### PDN straps and rails

Bar = 50 um. Pins as bars on the die edge. Tap cells in grey.
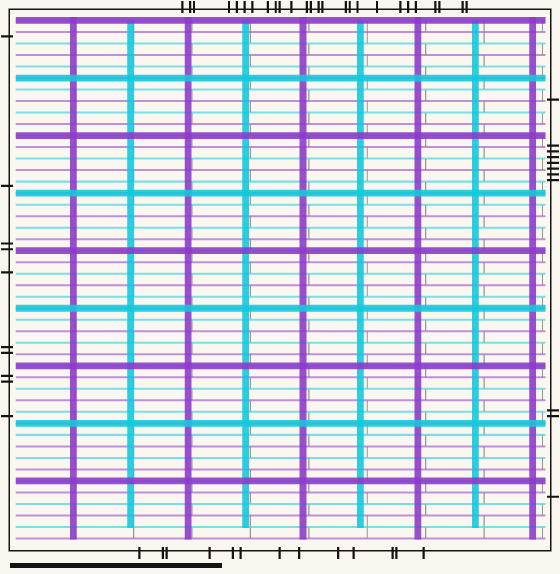
### Register map, names as in the netlist

Bar = 50 um.
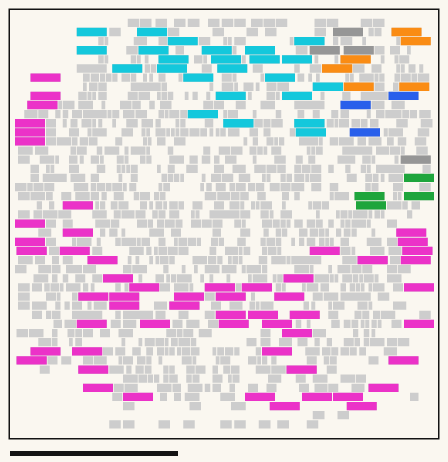
### Nets reached from selected ports

Bar = 50 um.
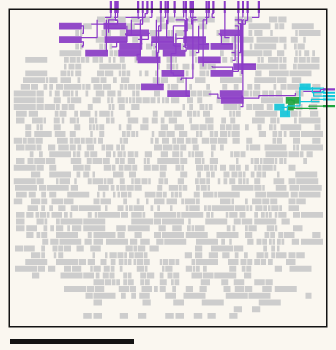
==> src/rtl/decim_pkg.sv <==
// Shared sizing and arithmetic helpers for the TDM accumulate-and-dump decimator.
package decim_pkg;

    // Accumulator width: room for 2^MAX_LOG2_RATIO full-scale samples.
    function automatic int acc_w(input int data_w, input int max_log2_ratio);
        return data_w + max_log2_ratio;
    endfunction

    // Channel index width, never narrower than one bit.
    function automatic int chw(input int ch);
        return (ch > 1) ? $clog2(ch) : 1;
    endfunction

    // Requested log2 ratio limited to the largest supported value.
    function automatic int unsigned clamp_k(input int unsigned req, input int unsigned max_k);
        return (req > max_k) ? max_k : req;
    endfunction

    // Half-LSB offset added before the arithmetic shift (round half up).
    function automatic int unsigned rnd_off(input int unsigned k);
        return (k == 0) ? 32'd0 : (32'd1 << (k - 1));
    endfunction

endpackage

==> src/rtl/decim_clken_gen.sv <==
// Periodic clock-enable for the downstream FIR; free-runs once the first output
// handshake has been seen, until reset or clear.
module decim_clken_gen #(
    parameter int CLKEN_PERIOD = 55
) (
    input  logic clk,
    input  logic rst_n,
    input  logic clear,
    input  logic start_evt,
    output logic fir_clk_en
);

    localparam int CW = (CLKEN_PERIOD > 0) ? $clog2(CLKEN_PERIOD + 1) : 1;

    logic          r_start;
    logic [CW-1:0] r_cnt;
    logic          w_wrap;

    assign w_wrap     = (r_cnt == CW'(CLKEN_PERIOD));
    assign fir_clk_en = r_start && w_wrap;

    // Start flag latches on the first handshake; counter runs 0..CLKEN_PERIOD while started.
    always_ff @(posedge clk or negedge rst_n) begin
        if (!rst_n) begin
            r_start <= 1'b0;
            r_cnt   <= '0;
        end else if (clear) begin
            r_start <= 1'b0;
            r_cnt   <= '0;
        end else begin
            if (start_evt) begin
                r_start <= 1'b1;
            end
            if (r_start) begin
                r_cnt <= w_wrap ? '0 : r_cnt + CW'(1);
            end
        end
    end

endmodule

==> src/rtl/decim_avg_tdm.sv <==
// Time-division multi-channel accumulate-and-dump decimator with a runtime
// power-of-two ratio, round-half-up averaging and ready/valid on both sides.
module decim_avg_tdm
    import decim_pkg::*;
#(
    parameter int DATA_W         = 24,
    parameter int CH             = 2,
    parameter int MAX_LOG2_RATIO = 4,
    parameter int CLKEN_PERIOD   = 55
) (
    input  logic                                 clk,
    input  logic                                 rst_n,
    input  logic                                 clear,
    input  logic [$clog2(MAX_LOG2_RATIO+1)-1:0]  log2_ratio,
    input  logic [DATA_W-1:0]                    in_data,
    input  logic                                 in_valid,
    output logic                                 in_ready,
    output logic [DATA_W-1:0]                    out_data,
    output logic [chw(CH)-1:0]                   out_ch,
    output logic                                 out_valid,
    input  logic                                 out_ready,
    output logic                                 fir_clk_en
);

    localparam int ACC_W = acc_w(DATA_W, MAX_LOG2_RATIO);
    localparam int CHW   = chw(CH);
    localparam int KW    = $clog2(MAX_LOG2_RATIO + 1);
    localparam int BW    = (MAX_LOG2_RATIO > 0) ? MAX_LOG2_RATIO : 1;

    logic signed [ACC_W-1:0] r_acc [CH];
    logic [CHW-1:0]          r_ch;
    logic [BW-1:0]           r_blk;
    logic [KW-1:0]           r_k;
    logic [DATA_W-1:0]       r_out_data;
    logic [CHW-1:0]          r_out_ch;
    logic                    r_out_valid;

    logic                    w_in_ready;
    logic                    w_accept;
    logic                    w_out_hs;
    logic                    w_blk_start;
    logic [KW-1:0]           w_k_req;
    logic [KW-1:0]           w_k_eff;
    logic [BW-1:0]           w_blk_max;
    logic                    w_last_blk;
    logic                    w_last_ch;
    logic                    w_dump;
    logic signed [ACC_W-1:0] w_in_ext;
    logic signed [ACC_W-1:0] w_sum;
    logic signed [ACC_W-1:0] w_rnd;
    logic [DATA_W-1:0]       w_avg;

    assign w_in_ready  = !r_out_valid || out_ready;
    assign w_accept    = in_valid && w_in_ready;
    assign w_out_hs    = r_out_valid && out_ready;
    assign w_blk_start = (r_ch == '0) && (r_blk == '0);
    assign w_k_req     = KW'(clamp_k(32'(log2_ratio), MAX_LOG2_RATIO));
    // The sample that opens a block already runs under the newly requested
    // ratio; r_k then holds that ratio for the rest of the block.
    assign w_k_eff     = w_blk_start ? w_k_req : r_k;

    // Last block index for the active ratio: 2^k - 1 as a mask of k ones.
    always_comb begin
        w_blk_max = '0;
        for (int unsigned i = 0; i < BW; i++) begin
            w_blk_max[i] = (i < 32'(w_k_eff));
        end
    end

    assign w_last_blk = (r_blk == w_blk_max);
    assign w_last_ch  = (r_ch == CHW'(CH - 1));
    assign w_dump     = w_accept && w_last_blk;

    assign w_in_ext = {{MAX_LOG2_RATIO{in_data[DATA_W-1]}}, in_data};
    assign w_sum    = r_acc[r_ch] + w_in_ext;
    assign w_rnd    = w_sum + ACC_W'(rnd_off(32'(w_k_eff)));
    assign w_avg    = DATA_W'(w_rnd >>> w_k_eff);

    // Per-channel accumulate; the dump sample empties its channel's accumulator.
    always_ff @(posedge clk or negedge rst_n) begin
        if (!rst_n) begin
            for (int unsigned c = 0; c < CH; c++) begin
                r_acc[c] <= '0;
            end
        end else if (clear) begin
            for (int unsigned c = 0; c < CH; c++) begin
                r_acc[c] <= '0;
            end
        end else if (w_accept) begin
            r_acc[r_ch] <= w_dump ? '0 : w_sum;
        end
    end

    // Channel/block position and the ratio latched at each block start.
    always_ff @(posedge clk or negedge rst_n) begin
        if (!rst_n) begin
            r_ch  <= '0;
            r_blk <= '0;
            r_k   <= '0;
        end else if (clear) begin
            r_ch  <= '0;
            r_blk <= '0;
            r_k   <= w_k_req;
        end else if (w_accept) begin
            if (w_blk_start) begin
                r_k <= w_k_req;
            end
            if (w_last_ch) begin
                r_ch  <= '0;
                r_blk <= w_last_blk ? '0 : r_blk + BW'(1);
            end else begin
                r_ch <= r_ch + CHW'(1);
            end
        end
    end

    // Single output register; a dump may reload it on the same edge it is consumed.
    always_ff @(posedge clk or negedge rst_n) begin
        if (!rst_n) begin
            r_out_valid <= 1'b0;
            r_out_data  <= '0;
            r_out_ch    <= '0;
        end else if (clear) begin
            r_out_valid <= 1'b0;
        end else if (w_dump) begin
            r_out_valid <= 1'b1;
            r_out_data  <= w_avg;
            r_out_ch    <= r_ch;
        end else if (out_ready) begin
            r_out_valid <= 1'b0;
        end
    end

    assign in_ready  = w_in_ready;
    assign out_valid = r_out_valid;
    assign out_data  = r_out_data;
    assign out_ch    = r_out_ch;

    decim_clken_gen #(
        .CLKEN_PERIOD(CLKEN_PERIOD)
    ) u_clken (
        .clk        (clk),
        .rst_n      (rst_n),
        .clear      (clear),
        .start_evt  (w_out_hs),
        .fir_clk_en (fir_clk_en)
    );

endmodule

==> config.mk <==
export PLATFORM = sky130hd
export DESIGN_NAME = decim_avg_tdm
export DESIGN_NICKNAME = d
export VERILOG_FILES = /design/src/rtl/decim_pkg.sv /design/src/rtl/decim_clken_gen.sv /design/src/rtl/decim_avg_tdm.sv
export SDC_FILE = /design/constraint.sdc
export NUM_CORES = 1
export LEC_CHECK = 0
export CAP_MARGIN = 20
export CORE_UTILIZATION = 50
export DETAILED_ROUTE_END_ITERATION = 16
export PLACE_DENSITY = 0.7
export SYNTH_ARGS = -nofsm -noshare
export SYNTH_HDL_FRONTEND = slang
export SYNTH_SLANG_ARGS = --single-unit
==> constraint.sdc <==
create_clock -name clk -period 13.3 [get_ports clk]
set_input_delay 1.995 -clock clk [delete_from_list [all_inputs] [get_ports clk]]
set_output_delay 1.995 -clock clk [all_outputs]
set_load 0.01 [all_outputs]
==> impl_report.txt <==
=== SYNTHESIS / PLACE & ROUTE SUMMARY ===
----------------------------------------------------
[Worst setup path]
  CP startpoint kind ........................ primary input
  Critical-path cell with the highest stage delay ........................ a311oi_1
  Endpoint of the worst-slack reg-to-reg timing path ........................ out_data[22]
  Crit path largest cell delay ........................ 0.71 ns
  Buf+Inv Stages, Crit Path ........................ 2
  Critical path fanouts, max ........................ 5
  Launch point of the critical path ........................ in_data[0]

[Timing]
  Final setup viols ........................ 0
  Number of slew-limit violations in the final report ........................ 0
  Final hold violations ........................ 0
  Final Cycle Share ........................ 55.1%
  Final worst clock skew ........................ 0.00951 ns
  Relative slew slack ........................ 48.8%
  Unrepaired setup endpoints after global routing ........................ no

[Finish]
  Final antenna diode count ........................ 0
  Summed area of non-filler cells in the final layout ........................ 8990 um2
  Cell Count, Final, Fillers Out ........................ 1157
  Number of inverters outside the clock class in the layout ........................ 32
  Biggest area consumer among cell classes ........................ combinational gates

[Synth]
  Prevailing logic family in the synthesized netlist ........................ AND-OR/OR-AND gates
  EDFF count, synth ........................ 0
  Average cell area after synthesis ........................ 8.89 um2
  Ys async rst share ........................ 100%
  Most repeated cell in the gate-level netlist after synthesis ........................ dfrtp_1
  Cell type with the largest total area ........................ dfrtp_1

[Global route]
  Pin count of the biggest net entering global routing ........................ 52
  Global-route met1 utilization ........................ 34.6%
  Global-route usage over all layers ........................ 25.5%
  GRT Max-Usage Layer ........................ met2
  Met2 Use GR ........................ 42.8%
  Leftover overflow at the end of global routing ........................ 0

[Placed design]
  Placed instance area ........................ 8720 um2
  Placement Setup Slack ........................ 5.77 ns

[Routing]
  Detailed-routing iteration count for the pre-antenna-repair pass ........................ 5
  Total number of vias ........................ 6844
  Post-detailed-route wirelength per cell ........................ 16.9 um
  Detail Route met2 WL ........................ 9330 um

[Run status]
  Result of the run ........................ complete, no violations

[Pwr]
  Total power per unit cell area ........................ 170 nW/um2
  Main power-consuming group ........................ combinational logic
  Combinational Power Share ........................ 58.5%
  Clock network power share ........................ 16.0%
  Switching power total ........................ 653 uW

[Clock tree]
  Total of hold buffers inserted after clock tree synthesis ........................ 0
  Count of cells resized by post-cts repair ........................ 0

[Min path]
  Startpoint of the most critical hold path ........................ r_acc[15]

[Floorplan]
  Core Box Area ........................ 15300 um2
  Vertical extent of the die ........................ 128 um

----------------------------------------------------
About 'PDN straps and rails':
cyan -> VDD
purple -> VSS
met1 rails = 46
rows = 45
met4 straps = 9
tap cells = 211
signal pins = 60

About 'Register map, names as in the netlist':
cyan -> `out_data`  # sequential cells 24, where top middle
magenta -> `r_acc`  # sequential cells 56
orange -> `u_clken.r_cnt`  # sequential cells 6, where top right
green -> `r_blk`  # sequential cells 4, where right middle
blue -> `r_k`  # sequential cells 3
not coloured = 4
sequential power: 390 uW
register share of the cell area: 27.0%
area of all sequential standard cells: 2430 um2
utilization after layout: 58.7%

About 'Nets reached from selected ports':
purple -> `out_data`  # bits 24, direction output, edge 23 top, 1 right, end cells 24, buffers 24, wire 668 um
green -> `in_valid`  # bits 1, direction input, edge right, end cells 3, buffers 1, wire 23.8 um
cyan -> `log2_ratio`  # bits 3, direction input, edge right, end cells 4, buffers 3, wire 67.7 um
I/O pin count: 60
total of buffers placed on input and output ports: 59

No activity file was given, so power comes from the tool's default toggle rates.
